**Gate-type map**

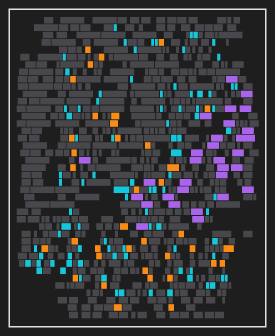
**Where the registers sit**

The bar under the picture is 20 um long.
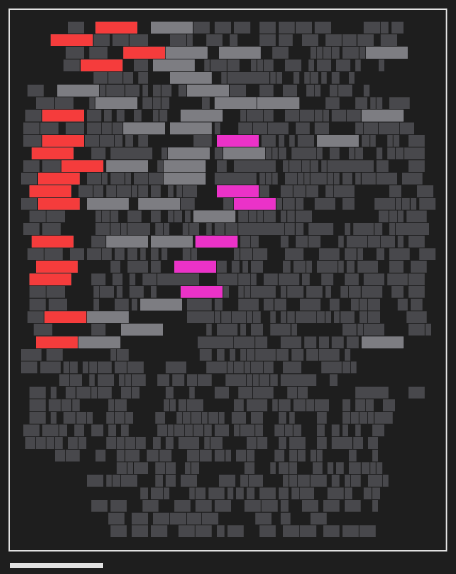
**I/O nets highlighted**

The bar under the picture is 20 um long.
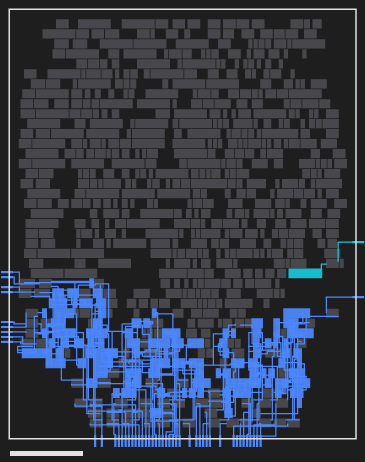
**Track usage over the die**

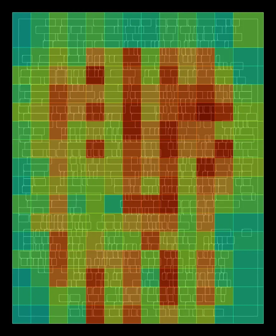
**Layout detail**

The bar under the picture is 10 um long. Region (11, 17) to (36, 42) um. Cells in gray, sequential cells in the stronger gray; small squares are vias.
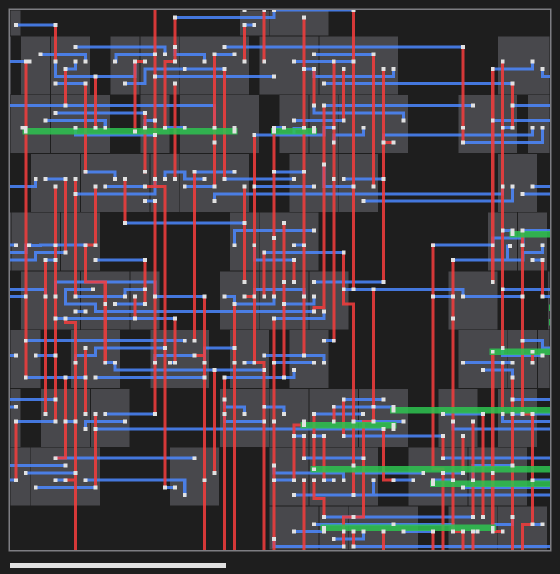
$ cat src/rtl/slicer_offset_ctrl.sv
// slicer_offset_ctrl: frame-based automatic offset control for a variable slicer.
// Measures the peak required offset over each N-sample frame and moves the
// slicer window on frame boundaries (up immediately, down one step with
// hysteresis), with a manual override that always wins.
module slicer_offset_ctrl #(
  parameter int DATA_WIDTH   = 48,
  parameter int OUT_WIDTH    = 13,
  parameter int OFFSET_WIDTH = 6,
  parameter int OFFSET_MAX   = DATA_WIDTH - OUT_WIDTH
) (
  input  logic                    clk,
  input  logic                    async_reset_n,
  input  logic                    enable_i,
  input  logic                    manual_i,
  input  logic [OFFSET_WIDTH-1:0] manual_offset_i,
  input  logic [15:0]             frame_len_i,
  input  logic [OFFSET_WIDTH-1:0] hyst_i,
  input  logic                    valid_i,
  input  logic [DATA_WIDTH-1:0]   signal_i,
  output logic [OFFSET_WIDTH-1:0] slice_offset_o,
  output logic                    offset_update_o,
  output logic                    clip_o,
  output logic [OFFSET_WIDTH-1:0] peak_req_o
);

  localparam logic [OFFSET_WIDTH-1:0] OFF_MAX = OFFSET_WIDTH'(OFFSET_MAX);

  typedef enum logic {IDLE, ACCUM} state_t;

  state_t                  state_q;
  logic [15:0]             cnt_q;
  logic [15:0]             len_q;
  logic [OFFSET_WIDTH-1:0] peak_q;

  logic [OFFSET_WIDTH-1:0] req;
  logic [OFFSET_WIDTH-1:0] peak_nxt;
  logic [OFFSET_WIDTH-1:0] man_off;
  logic [OFFSET_WIDTH-1:0] auto_off;
  logic [OFFSET_WIDTH-1:0] off_nxt;
  logic [OFFSET_WIDTH:0]   peak_plus_hyst;
  logic                    frame_done;

  // Offset needed so the sample's magnitude fits in the OUT_WIDTH window:
  // count significant bits below the sign, keep one for the sign itself.
  function automatic logic [OFFSET_WIDTH-1:0] calc_req(input logic [DATA_WIDTH-1:0] s);
    int h;
    int t;
    h = 0;
    for (int i = 0; i < DATA_WIDTH - 1; i++)
      if (s[i] != s[DATA_WIDTH-1]) h = i + 1;
    t = h + 1 - OUT_WIDTH;
    if (t < 0) t = 0;
    if (t > OFFSET_MAX) t = OFFSET_MAX;
    return OFFSET_WIDTH'(t);
  endfunction

  // Per-sample requirement, running peak and the frame-end offset decision.
  always_comb begin
    req            = calc_req(signal_i);
    peak_nxt       = (req > peak_q) ? req : peak_q;
    man_off        = (manual_offset_i > OFF_MAX) ? OFF_MAX : manual_offset_i;
    peak_plus_hyst = {1'b0, peak_nxt} + {1'b0, hyst_i};
    frame_done     = (state_q == ACCUM) && enable_i && valid_i && (cnt_q == len_q);
    // The decrement branch implies slice_offset_o >= 1, so it never wraps.
    if (peak_nxt > slice_offset_o)
      auto_off = peak_nxt;
    else if (peak_plus_hyst < {1'b0, slice_offset_o})
      auto_off = slice_offset_o - 1'b1;
    else
      auto_off = slice_offset_o;
    if (manual_i)
      off_nxt = man_off;
    else if (frame_done)
      auto_off_sel: off_nxt = auto_off;
    else
      off_nxt = slice_offset_o;
  end

  // Frame FSM with registered outputs; the offset register is shared by the
  // manual and automatic paths so the update pulse covers both.
  always_ff @(posedge clk or negedge async_reset_n) begin
    if (!async_reset_n) begin
      state_q         <= IDLE;
      cnt_q           <= '0;
      len_q           <= '0;
      peak_q          <= '0;
      slice_offset_o  <= '0;
      offset_update_o <= 1'b0;
      clip_o          <= 1'b0;
      peak_req_o      <= '0;
    end else begin
      slice_offset_o  <= off_nxt;
      offset_update_o <= (off_nxt != slice_offset_o);
      clip_o          <= valid_i && (req > slice_offset_o);
      case (state_q)
        IDLE: begin
          cnt_q  <= '0;
          peak_q <= '0;
          if (enable_i) begin
            state_q <= ACCUM;
            len_q   <= frame_len_i;
          end
        end
        ACCUM: begin
          if (!enable_i) begin
            // Partial frame is dropped without touching the offset.
            state_q <= IDLE;
            cnt_q   <= '0;
            peak_q  <= '0;
          end else if (valid_i) begin
            if (cnt_q == len_q) begin
              peak_req_o <= peak_nxt;
              cnt_q      <= '0;
              peak_q     <= '0;
              len_q      <= frame_len_i;
            end else begin
              cnt_q  <= cnt_q + 16'd1;
              peak_q <= peak_nxt;
            end
          end
        end
        default: state_q <= IDLE;
      endcase
    end
  end

endmodule

$ cat config.mk
export PLATFORM = sky130hd
export DESIGN_NAME = slicer_offset_ctrl
export DESIGN_NICKNAME = d
export VERILOG_FILES = /design/src/rtl/slicer_offset_ctrl.sv
export SDC_FILE = /design/constraint.sdc
export NUM_CORES = 1
export LEC_CHECK = 0
export CAP_MARGIN = 15
export CORE_ASPECT_RATIO = 1.25
export CORE_MARGIN = 2
export CORE_UTILIZATION = 50
export DETAILED_ROUTE_END_ITERATION = 12
export PLACE_DENSITY = 0.77
export SLEW_MARGIN = 5
export SYNTH_ARGS = -nofsm -noshare
export SYNTH_HDL_FRONTEND = slang
export SYNTH_SLANG_ARGS = --single-unit
$ cat constraint.sdc
create_clock -name clk -period 9.1 [get_ports clk]
set_input_delay 1.82 -clock clk [delete_from_list [all_inputs] [get_ports clk]]
set_output_delay 1.82 -clock clk [all_outputs]
set_load 0.01 [all_outputs]
==> flow_summary.toml <==
# synthesis and place-and-route metrics
[detailed_routing]
met2RoutedLength_um = 7060
wl_met1_um = 5690
final_wirelength_um = 13700

[worst_setup_path]
crit_slowest_cell = "or4_1"
rr_endpoint = "offset_update_o"
worst-endpoint-required_ns = 9.27
crit_path_frequent_cell = "nor2_1"
cp-end-kind = "flop"
critical_path_class = "in2reg"
critical-path-max-stage-delay_ns = 0.54

[final_layout]
areaGrowthSynthToFinish_pct = 27.1

[logic_synthesis]
numSynthFlops = 53
ys_cells = 626

[clock_tree]
clk_pin_slew_worst_paths_ns = 0.07
hold_buffers = 0

[min_path]
hold_path_class = "reg2reg"

[status]
outcome = "finished clean"

[global_routing]
grt_antenna_before_repair = 0
overall_global_routing_usage = 0.247

[place]
io_buffer_count = 94

[final_timing]
max_slew_margin = 0.509
timing_max_transition_violations_final = 0

[power]
cellPowerDensity_mw_per_mm2 = 121

[floorplan]
placeableCoreArea_mm2 = 0.0100
Back to the opening pictures, 'gate-type map':
AND and OR gates -> orange  # cells 37, most used or3_1
NOR gates -> cyan  # cells 89, most used nor2_1
adder and majority cells -> purple  # cells 30, most used ha_1, where right middle

Back to the opening pictures, 'where the registers sit':
len_q -> red  # sequential cells 16
peak_q -> magenta  # sequential cells 6, where middle
not colored = 31

Back to the opening pictures, 'I/O nets highlighted':
clip_o -> cyan  # bits 1, direction output, end cells 1, buffers 1, wire 12.3 um
signal_i -> blue  # bits 48, direction input, end cells 143, buffers 55, wire 2400 um

Back to the opening pictures, 'track usage over the die':
met3 capacity usage during global routing: 0.0323
routing usage on met2: 0.449

Back to the opening pictures, 'layout detail':
met2 -> red
met1 -> blue
met3 -> green
cells with their middle in the window = 62
sequential cells in the window = 0
most frequent = nand2_1 (7), nand3_1 (5)

## power by group
group	internal (mW)	total, mW	switching, mW	leakage, nW
sequential	0.253	0.271	0.0177	0.683
clock	0.111	0.200	0.0897	0.0735
combinational	0.149	0.313	0.164	1.86
## cell usage in the layout, fill, tap and decap left out, types with 6 or more instances in the layout
cell / instances
nand2_1: 56
o22ai_1: 11
nand4_1: 17
xor2_1: 9
nor2b_1: 6
or2_2: 9
ha_1: 29
a21o_1: 9
nor3_1: 15
nor4_1: 10
inv_1: 42
nand2b_1: 10
or3_1: 11
and3_1: 6
xnor2_1: 28
o21ai_0: 30
o31ai_1: 8
buf_4: 24
a21oi_1: 44
dfrtp_1: 53
nand3_1: 27
clkdlybuf4s50_1: 90
o211ai_1: 8
mux2_2: 17
nor2_1: 55
## per-layer routing
| layer | vias up | track usage |
|---|---|---|
| li1 | 2530 | - |
| met5 | - | 0 |
| met3 | 30 | 0.0323 |
| met2 | 179 | 0.449 |
| met1 | 2416 | 0.306 |
| met4 | 0 | 0.0734 |
## flip-flops by register name, summed over array words and instances (netlist names)
register / cells
clip_o: 1
offset_update_o: 1
peak_q: 6
len_q: 16
slice_offset_o: 6
cnt_q: 16
peak_req_o: 6
state_q: 1
## worst max-delay path, delay by kind of cell
family                     cells  cell delay (ns)
muxes                          1             0.34
buffers and inverters          3             0.62
adders and majority gates      5             1.31
AOI/OAI and AO/OA             15             3.21
and+or+nand+nor                9             1.25
xor gates and xnor gates       2             0.26
## stage by stage
stage / TNS, ns / area (um^2)
after floorplan: 0 / 5080
after global placement: 0 / 6220
after detailed placement: -0.133 / 6220
after CTS: 0 / 6370
after global routing: -0.0990 / 6450
final: 0 / 6450
## Yosys cell counts (4+ instances only)
cell type,count,area (um^2)
ha_1,29,363
xnor2_1,28,245
nor3_1,16,80.1
a21o_1,9,67.6
nand2b_1,10,62.6
and3_1,6,37.5
o211ai_1,8,60.1
nand3_1,27,135
or3_1,11,68.8
o31ai_1,8,60.1
mux2i_1,4,40.0
nor2_1,55,206
clkbuf_1,15,56.3
a21oi_1,45,225
a211oi_1,4,30.0
a31oi_1,6,37.5
nand2_1,56,210
mux2_2,17,191
o21ai_0,30,150
o22ai_1,13,81.3
dfrtp_1,53,1330
nand4_1,17,106
xor2_1,9,78.8
a2bb2oi_1,4,35.0
or2_2,9,56.3
inv_1,42,158
nor4_1,10,62.6
nor2b_1,6,37.5
## cell families after synthesis
| kind of cell | after synthesis | share of synthesized area |
|---|---|---|
| and+or+nand+nor | 238 | 0.239 |
| AOI/OAI and AO/OA | 181 | 0.257 |
| buffers and inverters | 64 | 0.0520 |
| DFF | 53 | 0.261 |
| xor gates and xnor gates | 37 | 0.0638 |
| adders and majority gates | 30 | 0.0754 |
| muxes | 23 | 0.0515 |
## layout make-up
cell class | instances | area [um^2]
Clock inverter | 2 | 16.3
Clock buffer | 6 | 139
Inverter | 43 | 161
Fill cell | 880 | 3550
Sequential cell | 53 | 1330
Multi-Input combinational cell | 509 | 3530
Timing Repair Buffer | 118 | 1120
Tap cell | 129 | 161
## timing repair
item                       in CTS  in global routing
setup endpoints to repair       0                  5
setup buffers                   0                  4
resized                         0                 13
Power figures rest on the tool's default switching activity, not on a simulated workload.
